**src/rtl/mem_stage.sv**
```systemverilog
// mem_stage: memory-access stage of the five-stage RV32I core.
// Issues load/store requests through an IDLE/REQ/DONE handshake FSM, aligns
// store data and strobes, extends load data, stalls upstream stages until the
// access completes, drives MEM-stage forwarding and holds the MEM/WB register.
module mem_stage (
    input  logic        clk,
    input  logic        rst,
    input  logic [31:0] pc_in,
    input  logic        reg_w_in,
    input  logic        wb_sel_in,
    input  logic        rd_src_in,
    input  logic        mem_r_in,
    input  logic        mem_w_in,
    input  logic [2:0]  funct3_in,
    input  logic [31:0] alu_out_in,
    input  logic [31:0] rs2_data_in,
    input  logic [4:0]  rd_addr_in,
    output logic        dm_req,
    output logic        dm_we,
    output logic [31:0] dm_addr,
    output logic [3:0]  dm_wstrb,
    output logic [31:0] dm_wdata,
    input  logic        dm_ack,
    input  logic [31:0] dm_rdata,
    output logic        mem_stall,
    output logic        fwd_we,
    output logic [4:0]  fwd_rd,
    output logic [31:0] fwd_data,
    output logic        wb_reg_w,
    output logic [4:0]  wb_rd_addr,
    output logic [31:0] wb_data
);

    typedef enum logic [1:0] {
        IDLE = 2'd0,
        REQ  = 2'd1,
        DONE = 2'd2
    } state_t;

    state_t      state_q, state_d;
    logic        dm_req_q, dm_req_d;
    logic        dm_we_q, dm_we_d;
    logic [31:0] dm_addr_q, dm_addr_d;
    logic [3:0]  dm_wstrb_q, dm_wstrb_d;
    logic [31:0] dm_wdata_q, dm_wdata_d;
    logic [31:0] ld_q, ld_d;
    logic        wb_reg_w_q, wb_reg_w_d;
    logic [4:0]  wb_rd_addr_q, wb_rd_addr_d;
    logic [31:0] wb_data_q, wb_data_d;

    logic        acc;
    logic [1:0]  off;
    logic [3:0]  st_strb;
    logic [31:0] st_wdata;
    logic [7:0]  ld_byte;
    logic [15:0] ld_half;
    logic [31:0] ld_ext;

    // A set mem_w_in makes the access a store even if mem_r_in is also set.
    assign acc = mem_r_in | mem_w_in;
    assign off = alu_out_in[1:0];

    // Forwarding is purely a function of the instruction currently in MEM.
    assign fwd_we   = reg_w_in & ~wb_sel_in;
    assign fwd_rd   = rd_addr_in;
    assign fwd_data = rd_src_in ? (pc_in + 32'd4) : alu_out_in;

    // Stall while the access is being launched or is outstanding; DONE never stalls.
    assign mem_stall = ((state_q == IDLE) && acc) || (state_q == REQ);

    // Store lane alignment: replicate the datum and select lanes with strobes.
    always_comb begin
        // NOTE: every always_comb output gets a default first so no path can infer a latch.
        st_strb  = 4'b1111;
        st_wdata = rs2_data_in;
        case (funct3_in)
            3'b000: begin
                st_strb  = 4'b0001 << off;
                st_wdata = {4{rs2_data_in[7:0]}};
            end
            3'b001: begin
                st_strb  = off[1] ? 4'b1100 : 4'b0011;
                st_wdata = {2{rs2_data_in[15:0]}};
            end
            default: ;
        endcase
    end

    // Load lane selection and sign/zero extension of the returned word.
    always_comb begin
        ld_byte = dm_rdata[{off, 3'b000} +: 8];
        ld_half = off[1] ? dm_rdata[31:16] : dm_rdata[15:0];
        ld_ext  = dm_rdata;
        case (funct3_in)
            3'b000:  ld_ext = {{24{ld_byte[7]}}, ld_byte};
            3'b100:  ld_ext = {24'd0, ld_byte};
            3'b001:  ld_ext = {{16{ld_half[15]}}, ld_half};
            3'b101:  ld_ext = {16'd0, ld_half};
            default: ld_ext = dm_rdata;
        endcase
    end

    // Request/acknowledge FSM: launch the access, hold it until ack, capture load data.
    always_comb begin
        state_d    = state_q;
        dm_req_d   = dm_req_q;
        dm_we_d    = dm_we_q;
        dm_addr_d  = dm_addr_q;
        dm_wstrb_d = dm_wstrb_q;
        dm_wdata_d = dm_wdata_q;
        ld_d       = ld_q;
        case (state_q)
            IDLE: begin
                if (acc) begin
                    dm_req_d   = 1'b1;
                    dm_we_d    = mem_w_in;
                    dm_addr_d  = {alu_out_in[31:2], 2'b00};
                    dm_wstrb_d = mem_w_in ? st_strb : 4'b0000;
                    dm_wdata_d = mem_w_in ? st_wdata : 32'd0;
                    state_d    = REQ;
                end
            end
            REQ: begin
                if (dm_ack) begin
                    dm_req_d = 1'b0;
                    ld_d     = ld_ext;
                    state_d  = DONE;
                end
            end
            DONE:    state_d = IDLE;
            default: state_d = IDLE;
        endcase
    end

    // MEM/WB next value: bubble while stalled, otherwise load data or ALU/link value.
    always_comb begin
        wb_reg_w_d   = 1'b0;
        wb_rd_addr_d = 5'd0;
        wb_data_d    = 32'd0;
        if (!mem_stall) begin
            wb_reg_w_d   = reg_w_in;
            wb_rd_addr_d = rd_addr_in;
            wb_data_d    = wb_sel_in ? ld_q : fwd_data;
        end
    end

    // State, data-memory port and MEM/WB registers; asynchronous reset clears all.
    always_ff @(posedge clk or posedge rst) begin
        if (rst) begin
            state_q      <= IDLE;
            dm_req_q     <= 1'b0;
            dm_we_q      <= 1'b0;
            dm_addr_q    <= 32'd0;
            dm_wstrb_q   <= 4'b0000;
            dm_wdata_q   <= 32'd0;
            ld_q         <= 32'd0;
            wb_reg_w_q   <= 1'b0;
            wb_rd_addr_q <= 5'd0;
            wb_data_q    <= 32'd0;
        end else begin
            // NOTE: non-blocking assignments so every flop samples pre-edge values.
            state_q      <= state_d;
            dm_req_q     <= dm_req_d;
            dm_we_q      <= dm_we_d;
            dm_addr_q    <= dm_addr_d;
            dm_wstrb_q   <= dm_wstrb_d;
            dm_wdata_q   <= dm_wdata_d;
            ld_q         <= ld_d;
            wb_reg_w_q   <= wb_reg_w_d;
            wb_rd_addr_q <= wb_rd_addr_d;
            wb_data_q    <= wb_data_d;
        end
    end

    assign dm_req     = dm_req_q;
    assign dm_we      = dm_we_q;
    assign dm_addr    = dm_addr_q;
    assign dm_wstrb   = dm_wstrb_q;
    assign dm_wdata   = dm_wdata_q;
    assign wb_reg_w   = wb_reg_w_q;
    assign wb_rd_addr = wb_rd_addr_q;
    assign wb_data    = wb_data_q;

endmodule

```
**config.mk**
```make
export PLATFORM = sky130hd
export DESIGN_NAME = mem_stage
export DESIGN_NICKNAME = d
export VERILOG_FILES = /design/src/rtl/mem_stage.sv
export SDC_FILE = /design/constraint.sdc
export NUM_CORES = 1
export LEC_CHECK = 0
export CAP_MARGIN = 20
export CORE_MARGIN = 4
export CORE_UTILIZATION = 44
export DETAILED_ROUTE_END_ITERATION = 16
export GPL_ROUTABILITY_DRIVEN = 0
export HOLD_SLACK_MARGIN = 0.15
export MAX_ROUTING_LAYER = met4
export PLACE_DENSITY = 0.81
export SLEW_MARGIN = 20
export SYNTH_ARGS = -nofsm -noshare
export SYNTH_HDL_FRONTEND = slang
export SYNTH_SLANG_ARGS = --single-unit
```
**constraint.sdc**
```tcl
create_clock -name clk -period 6.5 [get_ports clk]
set_clock_uncertainty 0.2 [all_clocks]
set_input_delay 1.3 -clock clk [delete_from_list [all_inputs] [get_ports clk]]
set_output_delay 1.3 -clock clk [all_outputs]
set_load 0.05 [all_outputs]
```
**Run 1: a small window of the routed layout**

Window x 48 to 88, y 48 to 88 µm. Cells in grey, sequential cells in the stronger grey; small squares are vias.
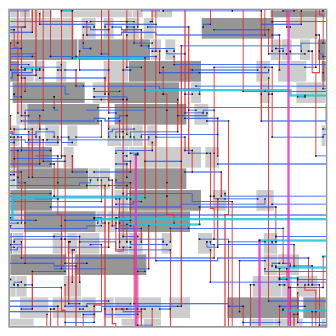
| layer | colour |
|---|---|
| metal 2 | red |
| metal 3 | cyan |
| metal 1 | blue |
| metal 4 | magenta |
netlist names of flops here include: ld_q (14)
cells with their middle in the window: 84
sequential cells in the window: 18
most frequent: dfrtp_1 (18), nor2_1 (14), nand2_1 (13)

**Run 1: the metal 3 layer**

Cells faint in the background.
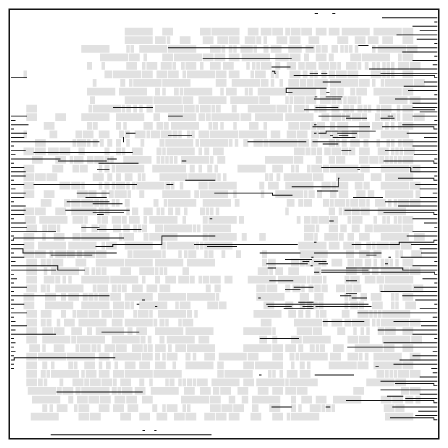
wire length on this layer: 2400 µm
share of all routed wire: 9.4%
GRT met3 Usage: 6.33%
vias: 7257

**Run 1: wire density map**

Scale bar: 50 µm. 27 x 27 tiles, from white (low) to dark blue (high), scaled to the fullest tile. Values are wire area over tile area, all layers added.
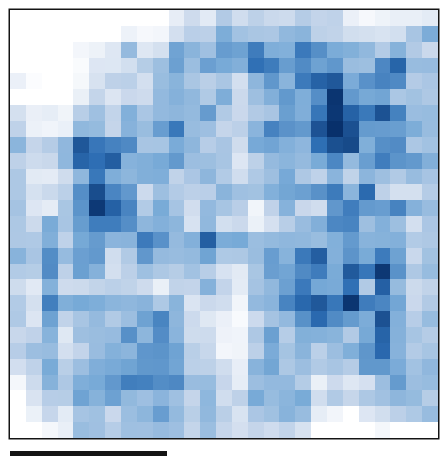
nearly empty tiles: 6.0%
tiles over half the peak: 24%
emptiest ninth of the die: top left
total wire length: 25.5 mm
GRT Total Usage: 27.9%

**Run 1: clock routing**

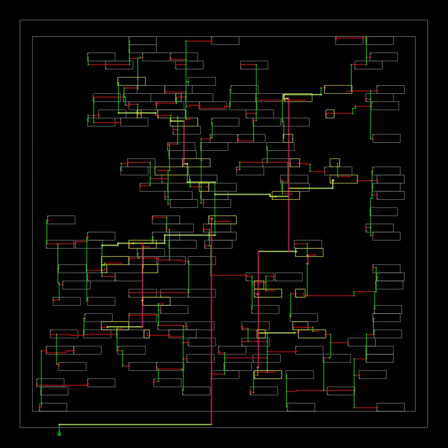
P_clk: 0.931 mW
CTS Buf Count: 17

==> impl_metrics.json, run 1 <==
{
  "crit_required_ns": 5.00,
  "critical_path_class": "in -> out",
  "cts_tree": "built",
  "synth.most_common_cell": "nand2_1",
  "signal_buffers": 300,
  "crit_buf_inv": 2,
  "syn_avg_cell_area_um2": 8.56,
  "fillers": 1343,
  "drt_pass1_iterations": 5,
  "inverters": 17,
  "crit_top_cell": "clkdlybuf4s50_1",
  "dpl.hpwl_mm": 19.1,
  "num_io_pins": 291,
  "io_buffers": 288,
  "comb_area_share_pct": 31.6,
  "num_rows": 46,
  "nNetsFinal": 1246,
  "ys_cells": 843,
  "ys_warn_count": 0,
  "cts_num_sinks": 140,
  "leakage_nw": 4.63,
  "crit_path_max_fanout": 9,
  "finalInstanceArea_um2": 10800,
  "clock_latency_ns": 0.42,
  "edf_count": 0,
  "run_status": "completed",
  "clk_share_pct": 5.28,
  "start_kind": "primary input",
  "drtIter0Drc": 697,
  "cts.clk_slew.worst_paths_ns": 0.06,
  "chipArea_um2": 18500,
  "ys_ff": 140,
  "root_buffer": "clkbuf_16",
  "cts_resized": 0,
  "antenna_cells": 1,
  "rsz0062_at_grt": "no",
  "max_slew.worst_pin.slew_ns": 1.06,
  "path_delay_family": "simple AND/OR/NAND/NOR gates",
  "comb_cells": 625,
  "combGateArea_um2": 3410,
  "warnings": 26,
  "seq_cells": 140,
  "final_cell_mix": "clkdlybuf4s50_1, nand2_1, dfrtp_1, o21ai_0, nor2_1",
  "synthToLayoutAreaGrowth_pct": 49.3,
  "die_h_um": 136,
  "slowest_delay_ns": 0.81,
  "maxSlewViolCount": 0,
  "drv_cap": 0,
  "cp.arrival_ns": 4.37
}
## run 1: per-stage QoR
step,hold slack [ns],instances,setup WS (ns),power (mW),utilization (%)
detailed placement,0.260,1298,0.643,3.92,63.8
finish,0.272,1331,0.628,4.83,67.4
floorplan,0.249,844,1.25,2.98,-
global route,0.299,1331,0.459,5.06,67.4
CTS,0.274,1330,0.639,4.86,67.4
global placement,0.251,1298,0.665,3.87,63.8
## run 1: layer usage
metal	wire [µm]	vias up	global-route usage [%]
li1	-	3428	-
met1	10600	3435	35.9
met2	11800	351	43.3
met3	2400	43	6.33
met4	735	0	10.6
met5	0	-	-
## run 1: final timing paths
check,endpoint,slack (ns),depth (start not counted),from
worst max-delay path,fwd_data[30],0.63,8,pc_in[2]
worst min-delay path,dm_wstrb[0],0.27,2,dm_wstrb[0]
worst min register to register,dm_wstrb[0],0.27,2,dm_wstrb[0]
max in group asynchronous,dm_wdata[14],3.71,3,rst
worst max register to register,ld_q[30],4.23,5,state_q[1]
min in group asynchronous,dm_addr[27],1.23,2,rst
## run 1: logic make-up (layout without fill, tap and decap cells)
logic type / after synthesis / in the layout / synth area share [%]
AND/OR/NAND/NOR: 367 / 367 / 22.6
AND-OR/OR-AND: 197 / 197 / 16.1
flip-flops: 140 / 140 / 48.5
buffers and inverters: 79 / 349 / 4.49
multiplexers: 48 / 48 / 6.90
XOR/XNOR: 10 / 10 / 1.21
adder cells (fa/ha/maj): 1 / 1 / 0.173
other: 1 / 3 / 0.0519
## run 1: power breakdown
group / switching (mW) / internal (mW) / total [mW]
Sequential: 0.199 / 1.24 / 1.44
Clock: 0.381 / 0.550 / 0.931
Combinational: 1.68 / 0.778 / 2.46
Total: 2.26 / 2.57 / 4.83
--- run 2 (diff from run 1) ---
Settings changed: CORE_MARGIN 4 to 8.
==> run 2 against run 1 <==
  * Clock power grew about 20%
  * Sequential cell count is the same
  * Sequential share of layout area shrank 0.25 points
  * Global-route usage shrank 1.0 points
  * Area after synthesis is the same
  * Non-clock buffer count shrank 1
  * Power grew 3.6%
  * Utilization shrank 0.69 points
  * Die size grew 12%
  * Critical endpoint is now fwd_data[28]
==> impl_metrics.json, run 2 <==
{
  "setup_slack_ns": 0.543,
  "finalInstanceArea_um2": 10900,
  "num_rows": 47,
  "dpl.hpwl_mm": 20.3,
  "reg2reg_slack_ns": 4.15,
  "antenna_cells": 0,
  "worstSetupEndpointType": "primary output",
  "async_flop_share_pct": 100,
  "cts.clk_slew.worst_paths_ns": 0.06,
  "slowest_delay_ns": 0.82,
  "synth.most_common_cell": "nand2_1",
  "p_total_mw": 5.00,
  "slew_headroom_pct": 28.3,
  "start_kind": "primary input",
  "synthAdderAreaFrac_pct": 0.173,
  "synthToLayoutAreaGrowth_pct": 50.5,
  "io_buffers": 288,
  "run_status": "completed",
  "drt_pass1_iterations": 5,
  "num_io_pins": 291,
  "synthTopCellsByArea": "dfrtp_1, nand2_1, o21ai_0",
  "synthAoiAreaFrac_pct": 16.1,
  "critical_path_class": "in -> out",
  "antenna_found_initial": 0,
  "rsz0062_at_grt": "no",
  "crit_start": "pc_in[6]",
  "synthMuxAreaShare_pct": 6.90,
  "max_slew.worst_pin.slew_ns": 1.07,
  "root_buffer": "clkbuf_16",
  "ff2ff_path_depth": 5,
  "drtIter0Drc": 665,
  "reg2reg_from": "state_q[1]",
  "crit_path_max_fanout": 15,
  "drv_cap": 0,
  "final_cell_mix": "clkdlybuf4s50_1, nand2_1, dfrtp_1, o21ai_0, nor2_1",
  "hp-start": "dm_wstrb[0]",
  "crit_cells": 7,
  "leakage_nw": 4.67,
  "fillers": 1351,
  "edf_count": 0,
  "routed_via_density": 5.53,
  "crit_top_cell": "clkdlybuf4s50_1",
  "cp.arrival_ns": 4.46,
  "simple_gate_area_share_pct": 22.6,
  "cts_buffers": 17,
  "crit_required_ns": 5.00,
  "ys_cells": 843,
  "synth_area_um2": 7220,
  "cts-hold-fix-buffers": 0,
  "fp_util_pct": 44.3,
  "endpoint": "fwd_data[28]",
  "crit_buf_inv": 2,
  "ys_top_logic_family": "simple AND/OR/NAND/NOR gates",
  "min_to": "dm_wstrb[0]",
  "finalHoldWorstSlack_ns": 0.265,
  "dp.cells": 1301,
  "chipArea_um2": 20800,
  "post-route-util_pct": 66.7,
  "cp_slowest_cell": "clkdlybuf4s50_1",
  "ys_warn_count": 0,
  "path_delay_family": "simple AND/OR/NAND/NOR gates",
  "r2r-end": "ld_q[26]",
  "syn_avg_cell_area_um2": 8.56,
  "stdcell_count": 1332,
  "maxSlewViolCount": 0,
  "ys_ff": 140,
  "fin_crit_ns": 5.96,
  "cts_resized": 0,
  "yosys.area_share.xor_xnor_pct": 1.21,
  "whs_path_depth": 2,
  "nNetsFinal": 1245,
  "cts_tree": "built",
  "warnings": 26,
  "die_h_um": 144,
  "dp_slack_ns": 0.551
}
==> run 2: cell types whose count changed in the layout (fill, tap and decap cells not counted) <==
cell	previous run	this run
buf_4	14	11
clkbuf_8	2	1
clkbuf_1	1	0
diode_2	1	0
clkinv_4	2	3
clkinvlp_4	2	0
clkdlybuf4s50_1	284	286
inv_6	5	4
clkinv_2	3	2
bufinv_16	1	5
==> run 2: worst reg2reg max path, delay by kind of cell (launching register included) <==
family | cells | cell delay [ns]
buf+inv | 1 | 0.61
compound gates | 1 | 0.08
simple gates | 3 | 0.90
flops | 1 | 0.39
==> run 2: power by group <==
| part | total, mW | switching, mW | internal (mW) |
|---|---|---|---|
| Sequential | 1.44 | 0.198 | 1.24 |
| Clock | 1.08 | 0.391 | 0.693 |
| Combinational | 2.48 | 1.70 | 0.778 |
| Total | 5.00 | 2.29 | 2.71 |
==> run 2: metal layers <==
layer	global-route usage, %	share of wire (%)	wire length (µm)
met4	9.68	2.9	791
met2	42.7	48	13000
met3	7.53	10	2720
met5	-	0	0
met1	32.3	39	10800
==> run 2: logic make-up after synthesis <==
logic type,count (synthesis)
buffers and inverters,79
AND-OR/OR-AND,197
flip-flops,140
AND/OR/NAND/NOR,367
adder cells (fa/ha/maj),1
other,1
multiplexers,48
XOR/XNOR,10
==> run 2: final cells by class <==
type | count | area, µm² | share of cell area (%)
flip-flops and latches | 140 | 3500 | 32.3
multi-input cells | 625 | 3410 | 31.4
repair buffers | 299 | 2960 | 27.2
clock buffers | 18 | 439 | 4.04
well taps | 220 | 275 | 2.53
clock inverters | 13 | 213 | 1.96
inverters | 17 | 68.8 | 0.633
**Run 2: clock network drawn from the DEF**

Scale bar: 50 µm.
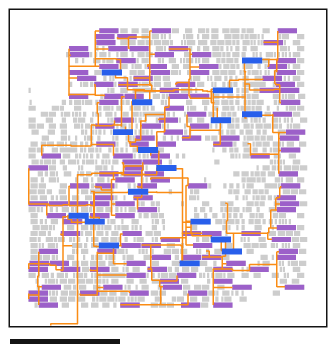
[clock drivers] blue | count: 17
[flip-flops] purple | count: 140
[clock wires] orange | length: 1860 µm
flops lie: spread over the die
routed clock nets: 18

**Run 2: clock routing**

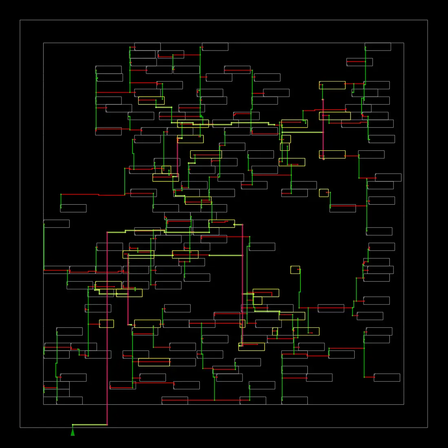
CLK BUF: 18
P_clk: 1.08 mW
Flops: 140
Insertion Delay late pin: 0.42 ns
clk sink count: 140

**Run 2: wire density map**

Scale bar: 50 µm. 29 x 29 tiles, from white (low) to dark blue (high), scaled to the fullest tile. Values are wire area over tile area, all layers added.
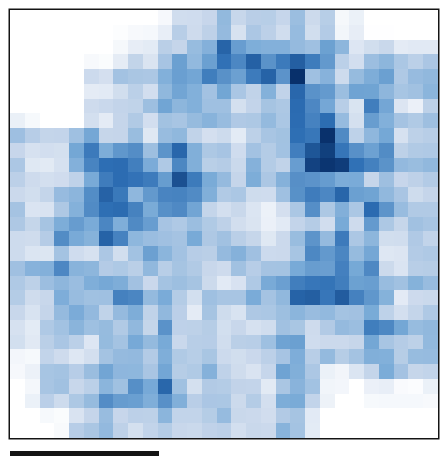
mean over tiles: 0.22
fullest tile: 0.65
emptiest ninth of the die: top left
tiles over half the peak: 19%
GRT Total Usage: 26.9%
vias: 7365
Wirelength per Cell: 20.5 µm
total wire length: 27.3 mm

Power figures rest on the tool's default switching activity, not on a simulated workload.
